File: src/rtl/seven_seg_scan_pkg.sv
// Shared constants and types for the multiplexed seven-segment display driver.
package seven_seg_pkg;

  localparam logic [6:0] SEG_OFF = 7'h7F;
  localparam logic [7:0] AN_OFF  = 8'hFF;

  // Active-low {g,f,e,d,c,b,a} patterns for hex digits 0..F.
  localparam logic [6:0] SEG_TABLE [16] = '{
    7'h40, 7'h79, 7'h24, 7'h30, 7'h19, 7'h12, 7'h02, 7'h78,
    7'h00, 7'h10, 7'h08, 7'h03, 7'h46, 7'h21, 7'h06, 7'h0E
  };

  typedef enum logic {
    BLANK = 1'b0,
    DRIVE = 1'b1
  } scan_state_e;

endpackage

File: src/rtl/seven_seg_scan_if.sv
// Display bus between the hex-word producer (master) and the scan driver (slave).
interface seven_seg_scan_if;
  logic [31:0] SEVENSEGHEX;
  logic [7:0]  SEVENSEGAN;
  logic [6:0]  SEVENSEGCAT;
  logic        FRAME_START;

  modport master (
    output SEVENSEGHEX,
    input  SEVENSEGAN,
    input  SEVENSEGCAT,
    input  FRAME_START
  );

  modport slave (
    input  SEVENSEGHEX,
    output SEVENSEGAN,
    output SEVENSEGCAT,
    output FRAME_START
  );
endinterface

File: src/rtl/seven_seg_scan_hex_to_seg7.sv
// Combinational hex nibble to active-low seven-segment pattern lookup.
module hex_to_seg7
  import seven_seg_pkg::*;
(
  input  logic [3:0] nib_i,
  output logic [6:0] seg_o
);

  assign seg_o = SEG_TABLE[nib_i];

endmodule

File: src/rtl/seven_seg_scan.sv
// Eight-digit time-multiplexed seven-segment driver with per-frame snapshot and inter-digit blanking.
// Optional build macro SEVENSEG_LEADING_ZERO_BLANK_EN suppresses leading zero digits.
module seven_seg_scan
  import seven_seg_pkg::*;
#(
  parameter int REFRESH_DIV  = 65536,
  parameter int BLANK_CYCLES = 256
) (
  input  logic             CLK,
  input  logic             RESET,
  seven_seg_scan_if.slave  bus
);

  localparam int PRE_W = (REFRESH_DIV > 1) ? $clog2(REFRESH_DIV) : 1;
  localparam logic [PRE_W-1:0] PRE_MAX   = PRE_W'(REFRESH_DIV - 1);
  localparam logic [PRE_W-1:0] BLANK_END = PRE_W'(BLANK_CYCLES);

  logic [PRE_W-1:0] pre_q, pre_d;
  logic [2:0]       dig_q, dig_d;
  logic [31:0]      snap_q, snap_d;
  logic [7:0]       an_q, an_d;
  logic [6:0]       cat_q, cat_d;
  logic             fs_q;
  logic             pre_wrap, frame_wrap, lz_off;
  logic [6:0]       seg_w;
  scan_state_e      phase;

  hex_to_seg7 u_hex_to_seg7 (
    .nib_i (snap_q[{dig_q, 2'b00} +: 4]),
    .seg_o (seg_w)
  );

`ifdef SEVENSEG_LEADING_ZERO_BLANK_EN
  // lz_mask[k] is set when nibbles k..7 are all zero; digit 0 never blanks.
  logic [7:0] lz_mask;
  logic       zero_above;

  always_comb begin
    lz_mask    = '0;
    zero_above = 1'b1;
    for (int k = 7; k >= 1; k--) begin
      zero_above = zero_above & (snap_q[4*k +: 4] == 4'h0);
      lz_mask[k] = zero_above;
    end
  end

  assign lz_off = lz_mask[dig_q];
`else
  assign lz_off = 1'b0;
`endif

  always_comb begin
    pre_wrap   = (pre_q == PRE_MAX);
    frame_wrap = pre_wrap && (dig_q == 3'd7);
    pre_d      = pre_wrap ? '0 : pre_q + 1'b1;
    dig_d      = pre_wrap ? dig_q + 3'd1 : dig_q;
    snap_d     = frame_wrap ? bus.SEVENSEGHEX : snap_q;
    phase      = (pre_q < BLANK_END) ? BLANK : DRIVE;
    an_d       = AN_OFF;
    cat_d      = SEG_OFF;
    if ((phase == DRIVE) && !lz_off) begin
      an_d  = ~(8'd1 << dig_q);
      cat_d = seg_w;
    end
  end

  // Outputs are registered from the current scan state, so they trail pre/dig by one cycle.
  always_ff @(posedge CLK or negedge RESET) begin
    if (!RESET) begin
      pre_q  <= '0;
      dig_q  <= '0;
      snap_q <= '0;
      an_q   <= AN_OFF;
      cat_q  <= SEG_OFF;
      fs_q   <= 1'b0;
    end else begin
      pre_q  <= pre_d;
      dig_q  <= dig_d;
      snap_q <= snap_d;
      an_q   <= an_d;
      cat_q  <= cat_d;
      fs_q   <= frame_wrap;
    end
  end

  assign bus.SEVENSEGAN  = an_q;
  assign bus.SEVENSEGCAT = cat_q;
  assign bus.FRAME_START = fs_q;

endmodule

File: src/flat_wrapper.sv
// flat-port wrapper written by rule: the top's interface ports become plain ports
module seven_seg_scan_flat import seven_seg_pkg::*;
#(
  parameter int REFRESH_DIV  = 65536,
  parameter int BLANK_CYCLES = 256
)
  (CLK, RESET, bus_SEVENSEGHEX, bus_SEVENSEGAN, bus_SEVENSEGCAT, bus_FRAME_START);
  seven_seg_scan_if bus_i ();
  input  logic CLK;
  input  logic RESET;
  input wire logic [$bits(bus_i.SEVENSEGHEX)-1:0] bus_SEVENSEGHEX;
  output wire logic [$bits(bus_i.SEVENSEGAN)-1:0] bus_SEVENSEGAN;
  output wire logic [$bits(bus_i.SEVENSEGCAT)-1:0] bus_SEVENSEGCAT;
  output wire logic [$bits(bus_i.FRAME_START)-1:0] bus_FRAME_START;
  assign bus_i.SEVENSEGHEX = bus_SEVENSEGHEX;
  assign bus_SEVENSEGAN = bus_i.SEVENSEGAN;
  assign bus_SEVENSEGCAT = bus_i.SEVENSEGCAT;
  assign bus_FRAME_START = bus_i.FRAME_START;
  seven_seg_scan #(.REFRESH_DIV(REFRESH_DIV), .BLANK_CYCLES(BLANK_CYCLES)) u_core (.CLK(CLK), .RESET(RESET), .bus(bus_i));
endmodule
File: config.mk
export PLATFORM = sky130hd
export DESIGN_NAME = seven_seg_scan_flat
export DESIGN_NICKNAME = d
export VERILOG_FILES = /design/src/rtl/seven_seg_scan_pkg.sv /design/src/rtl/seven_seg_scan_if.sv /design/src/rtl/seven_seg_scan_hex_to_seg7.sv /design/src/rtl/seven_seg_scan.sv /design/src/flat_wrapper.sv
export SDC_FILE = /design/constraint.sdc
export NUM_CORES = 1
export LEC_CHECK = 0
export ABC_AREA = 0
export CAP_MARGIN = 10
export CORE_UTILIZATION = 49
export DETAILED_ROUTE_END_ITERATION = 6
export GPL_ROUTABILITY_DRIVEN = 0
export GPL_TIMING_DRIVEN = 1
export PLACE_DENSITY = 0.84
export REMOVE_ABC_BUFFERS = 1
export SLEW_MARGIN = 30
export SYNTH_ARGS = -nofsm -noshare
export SYNTH_HDL_FRONTEND = slang
export SYNTH_HIERARCHICAL = 1
export SYNTH_SLANG_ARGS = --single-unit
File: constraint.sdc
create_clock -name CLK -period 2.25 [get_ports CLK]
set_input_delay 0.3375 -clock CLK [delete_from_list [all_inputs] [get_ports CLK]]
set_output_delay 0.3375 -clock CLK [all_outputs]
set_load 0.1 [all_outputs]
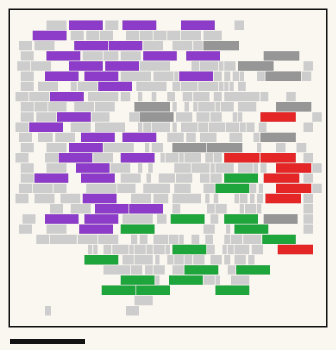
*Sequential cells colored by netlist name, run 1*
Bar = 20 um.
- u_core/pre_q: green (sequential cells 16)
- u_core/bus.SEVENSEGAN: red (sequential cells 8; where east)
- u_core/snap_q: purple (sequential cells 32)
- not colored: 11

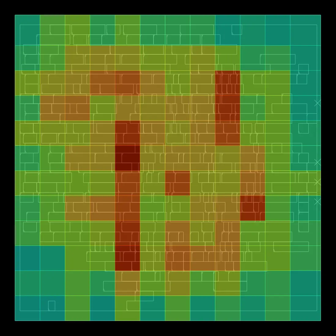
*Routing congestion, run 1*
GR met2 Demand/Resource: 28.6%
average detailed-routed wire length per instance: 15.6 um

==> qor.log, run 1 <==
qor: finish.nets 353
qor: logic_synthesis.largest_area_cell dfrtp_1
qor: floorplanning.core_region_area 0.00646 sq mm
qor: final_timing.maxSlewViolCount 0
qor: logic_synthesis.netlist_area 0.00332 sq mm
qor: logic_synthesis.netlist.area_leader.share 39.2%
qor: floorplanning.die_height 84.3 um
qor: clock_tree.worst_setup_hold_path_clk_slew 0.07 ns
qor: critical_path.critical_path_peak_fanout 5
qor: logic_synthesis.cell_variety_after_synth 36
qor: drt.detailroute.via_count 2,058
qor: critical_path.timing.setup.critical_path_class reg -> reg
qor: drt.remaining_drc_errors 4
qor: final_timing.setup-violations-final 0
qor: clock_tree.cts.path.max_buffers 2
qor: logic_synthesis.synth.yosys.seq_area_share 51.1%
qor: clock_tree.cts-buffers-inserted 9
qor: final_timing.timing.fmax 0.467 GHz
qor: logic_synthesis.netlist_instances 245
qor: global_route.global_route.usage.total 18.8%
qor: job.tool_warnings 36
qor: placement.placed_area 0.00389 sq mm
qor: global_route.overflow 0
qor: final_timing.final.setup_skew 0.00746 ns
qor: logic_synthesis.synth_stat.cells 245
qor: finish.post_route_cells_drive_above_1_share 35.2%
qor: finish.area.growth.synth_to_final 23.6%
qor: final_timing.max_slew.worst_pin.slew 0.643 ns
qor: drt.route.antenna.remaining_nets 0
qor: outcome.failing_checks design-rule violations
qor: outcome.outcome finished with violations
qor: critical_path.crit-reg2reg-launch u_core/dig_q[0]
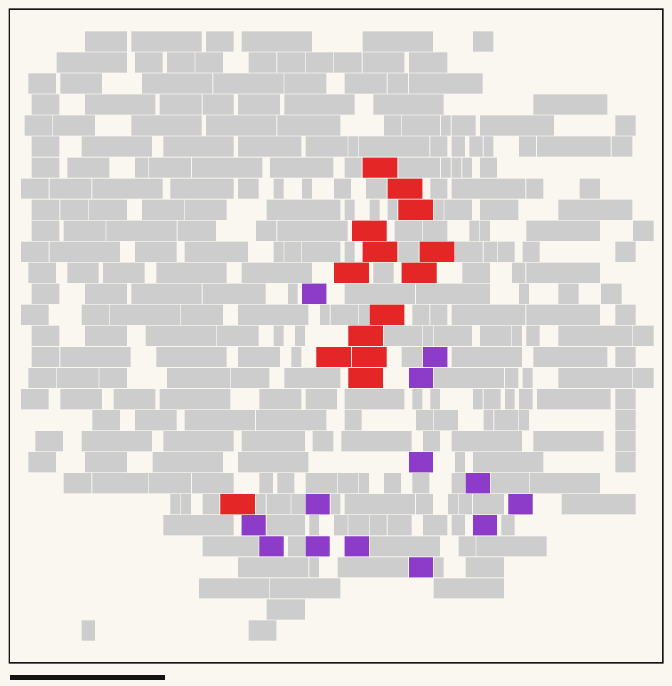
*Gate-type map, run 1*
Bar = 20 um.
- fa/ha/maj cells: red (cells 14; most used ha_1; where center)
- xor and xnor cells: purple (cells 13; most used xnor2_1)
combinational fraction of the cell area: 37.0%
Cell Count, Final, Fillers Out: 387
most common cell after layout, fill and taps aside: dfrtp_1

==> run 1: power breakdown <==
| part | leakage, uW | internal [uW] | total [uW] | switching [uW] |
|---|---|---|---|---|
| logic | 0.00100 | 126 | 196 | 69.9 |
| registers | 0.000794 | 1240 | 1250 | 18.5 |
| clock network | 0.0000997 | 520 | 955 | 435 |
| total | 0.00189 | 1880 | 2400 | 523 |
==> run 1: synthesized netlist by cell type, types with 6 or more instances <==
library cell and count:
ha_1 14, xor2_1 6, mux2_4 31, xnor2_1 7, nand4_1 6, mux4_2 8, dfstp_2 15, dfrtp_1 52
nor2_1 10, nand2b_1 9, nand2_1 24, inv_1 9, nand3_1 9
==> run 1: layout by cell type (no fill, tap or decap), drive strengths merged, types with 2 or more instances in the layout <==
master         count
nor4               2
and4               6
o21ai              2
inv                9
a21oi              2
clkbuf            15
mux2              34
ha                14
dfstp             15
mux2i              4
nand3              9
buf               28
nand2             24
xor2               6
nor2              11
mux4               9
nand2b             9
dfrtp             52
xnor2              7
nand4              7
o221ai             2
clkdlybuf4s50     32
and3               3
==> run 1: flip-flops by register name, indices dropped and copies added, names as in the netlist <==
name	flops
u_core/snap_q	32
u_core/dig_q	3
u_core/pre_q	16
u_core/bus.FRAME_START	1
u_core/bus.SEVENSEGAN	8
u_core/bus.SEVENSEGCAT	7
==> run 1: cells by family (layout without fill, tap and decap cells) <==
kind of cell | count (synthesis) | count (layout) | share of synthesized area, %
AND/OR/NAND/NOR | 74 | 74 | 12.3
flip-flops | 67 | 67 | 51.1
multiplexers | 47 | 47 | 22.5
buffers and inverters | 20 | 85 | 3.39
adder cells (fa/ha/maj) | 14 | 14 | 5.28
XOR/XNOR | 13 | 13 | 3.43
AND-OR/OR-AND | 10 | 10 | 2.11
==> run 1: timing repair <==
action                                 CTS  global route
cloned                                   0             0
gates resized                            1             5
buffers inserted                         0             2
setup endpoints to repair                1             5
hold buffers                             0             0
endpoints found under the hold margin    0             0
==> run 1: routing by layer <==
layer  global-route usage, %  part of all wire (%)  up-vias
met3                    5.21                   5.0        2
li1                        -                     -      979
met2                    28.6                    47       65
met5                       0                     0        -
met1                    26.0                    47     1012
met4                    6.58                  0.32        0
==> run 1: area by class of cell <==
class | count | area (sq um)
fill | 497 | 2360
sequential | 67 | 1700
multi-input combinational | 158 | 1520
timing repair buffer | 60 | 566
clock buffer | 15 | 186
tap | 77 | 96.3
inverter | 9 | 33.8
clock inverter | 1 | 5.00
==> run 1: critical path: stages (launching register included) <==
cell and delay [ns]:
dfrtp_2 0.44, mux4_2 0.51, nand2_1 0.09, nand2_2 0.10
inv_2 0.11, ha_1 0.13, inv_1 0.05, mux4_1 0.45
nand2b_1 0.16
==> run 1: stage by stage <==
| stage | cells | hold WS [ns] |
|---|---|---|
| 5_1_grt | 387 | 0.0553 |
| 6_report | 387 | 0.0184 |
| 2_1_floorplan | 234 | 0.0419 |
| 4_1_cts | 385 | 0.0306 |
| 3_3_place_gp | 369 | 0.394 |
| 3_5_place_dp | 369 | 0.399 |
### Placed cells, one color a class, run 1

Bar = 20 um.
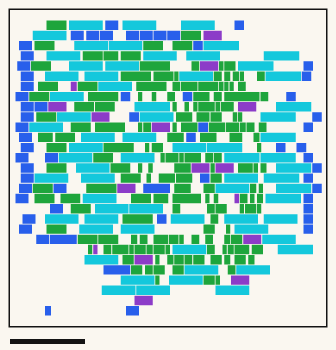

==> run 2: changes to the inputs <==
- ABC_AREA: 0 -> 1
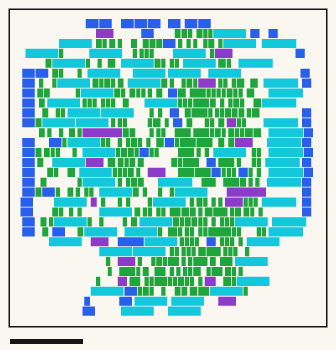
*Placed cells, one color a class, run 2*
Bar = 20 um.
- registers: cyan (cells 67; share of their area 41%)
- remaining logic cells: green (cells 350; share of their area 41%)
- remaining buffers and delay cells: blue (cells 60; share of their area 13%)
- clock drivers and dummy loads: purple (cells 16; share of their area 5.5%)

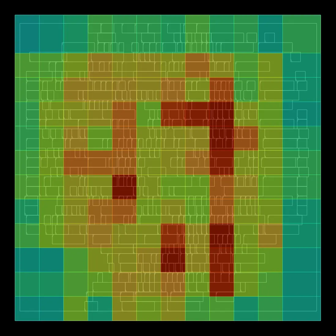
*Routing congestion, run 2*
fraction of the core area covered by cells at the end of the flow: 62.1%
average detailed-routed wire length per instance: 11.8 um
layer with the highest usage after global routing: met2
GR met2 Demand/Resource: 33.5%
total routing resource utilization after global routing: 21.2%

==> qor.log, run 2 <==
qor: final_timing.max_slew.worst_pin.slew 0.562 ns
qor: logic_synthesis.common_cells 130 x nand2_1, 55 x nor2_1, 52 x dfrtp_1
qor: final_timing.setup-violations-final 0
qor: clock_tree.cts.path.max_buffers 2
qor: logic_synthesis.netlist_area 0.00352 sq mm
qor: critical_path.timing.setup.critical_path_class reg -> reg
qor: final_timing.timing.fmax 0.484 GHz
qor: drt.detailroute.via_count 2,936
qor: drt.remaining_drc_errors 0
qor: clock_tree.cts-buffers-inserted 9
qor: logic_synthesis.cell_variety_after_synth 24
qor: critical_path.critical_path_peak_fanout 11
qor: finish.flip_flop_count_of_the_largest_register_after_layout 32
qor: floorplanning.core_region_area 0.00687 sq mm
qor: global_route.overflow 0
qor: final_timing.maxSlewViolCount 0
qor: logic_synthesis.largest_area_cell dfrtp_1
qor: finish.num-fill-cells 586
qor: finish.final_cell_mix 127 x nand2_1, 55 x nor2_1, 51 x dfrtp_1
qor: finish.multiInputGateArea 0.00155 sq mm
qor: logic_synthesis.synth_top_cell_by_count nand2_1
qor: finish.post_route_cells_drive_above_1_share 18.3%
qor: drt.route.antenna.remaining_nets 0
qor: final_timing.final.setup_skew 0.00845 ns
qor: logic_synthesis.synth_stat.cells 434
qor: clock_tree.worst_setup_hold_path_clk_slew 0.07 ns
qor: finish.top_register u_core/snap_q
qor: finish.nets 536
qor: job.tool_warnings 35
qor: placement.placed_cells_incl_taps 572
qor: logic_synthesis.synth.yosys.seq_area_share 48.2%
qor: logic_synthesis.netlist.area_leader.share 37.0%
qor: finish.layout_top_cell nand2_1
qor: outcome.outcome complete, no violations
-- run 2: kinds of logic after synthesis --
| group | after synthesis | share of synthesized area (%) |
|---|---|---|
| AND/OR/NAND/NOR | 260 | 32.4 |
| flip-flops | 67 | 48.2 |
| buffers and inverters | 53 | 8.01 |
| AND-OR/OR-AND | 34 | 4.91 |
| adder cells (fa/ha/maj) | 14 | 4.98 |
| XOR/XNOR | 6 | 1.49 |
-- run 2: routing by layer --
metal | share of wire [%] | vias up | track usage (%) | routed length [um]
met3 | 4.7 | 14 | 4.57 | 330
met1 | 46 | 1357 | 27.2 | 3200
met2 | 47 | 97 | 33.5 | 3300
li1 | - | 1468 | - | -
met5 | 0 | - | 0 | 0
met4 | 2.1 | 0 | 12.0 | 144
-- run 2: worst paths after layout --
kind / slack, ns / from / depth (start not counted) / to
min in group asynchronous: 0.51 / RESET / 2 / u_core/pre_q[2]
worst max-delay path: 0.18 / u_core/dig_q[0] / 12 / u_core/bus.SEVENSEGCAT[3]
max in group asynchronous: 1.13 / RESET / 3 / u_core/dig_q[1]
worst min register to register: 0.47 / u_core/snap_q[23] / 2 / u_core/snap_q[23]
worst max register to register: 0.18 / u_core/dig_q[0] / 12 / u_core/bus.SEVENSEGCAT[3]
worst min-delay path: 0.47 / u_core/snap_q[23] / 2 / u_core/snap_q[23]
-- run 2: metrics by stage --
stage	instance area (sq um)	total power, uW	hold slack [ns]
finish	4270	2400	0.474
global route	4270	2490	0.501
CTS	4260	2430	0.474
detailed placement	4020	1310	0.361
global placement	4020	1310	0.353
floorplan	3370	1230	0.0419
-- run 2: worst max-delay path, stage by stage (launching register included) --
cell and delay [ns]:
dfrtp_1 0.39, inv_1 0.08, buf_4 0.17, nor2_1 0.05, o21ai_0 0.16, nand2_1 0.08
nand2_2 0.12, inv_1 0.12, ha_1 0.34, nand2_1 0.07, nand3_1 0.09, nand2_1 0.05
or2_2 0.28
-- run 2: final cells by class --
type                       instances  area share [%]
sequential                        67            39.8
clock inverter                     6            2.08
tap                               96            2.81
inverter                          36            3.17
clock buffer                      10            3.22
multi-input combinational        314            36.2
timing repair buffer              60            12.7
-- run 2: report_power, final --
group	internal [uW]	switching, uW	leakage [uW]
registers	1210	0	0.000701
clock network	653	459	0.000108
logic	53.1	29.9	0.00123
-- run 2: what timing repair did --
item	4_1_cts	5_1_grt
endpoints found under the hold margin	10	0
gates resized	0	5
setup endpoints to repair	0	7
setup buffers	0	0
hold buffers	1	0
Power figures rest on the tool's default switching activity, not on a simulated workload.
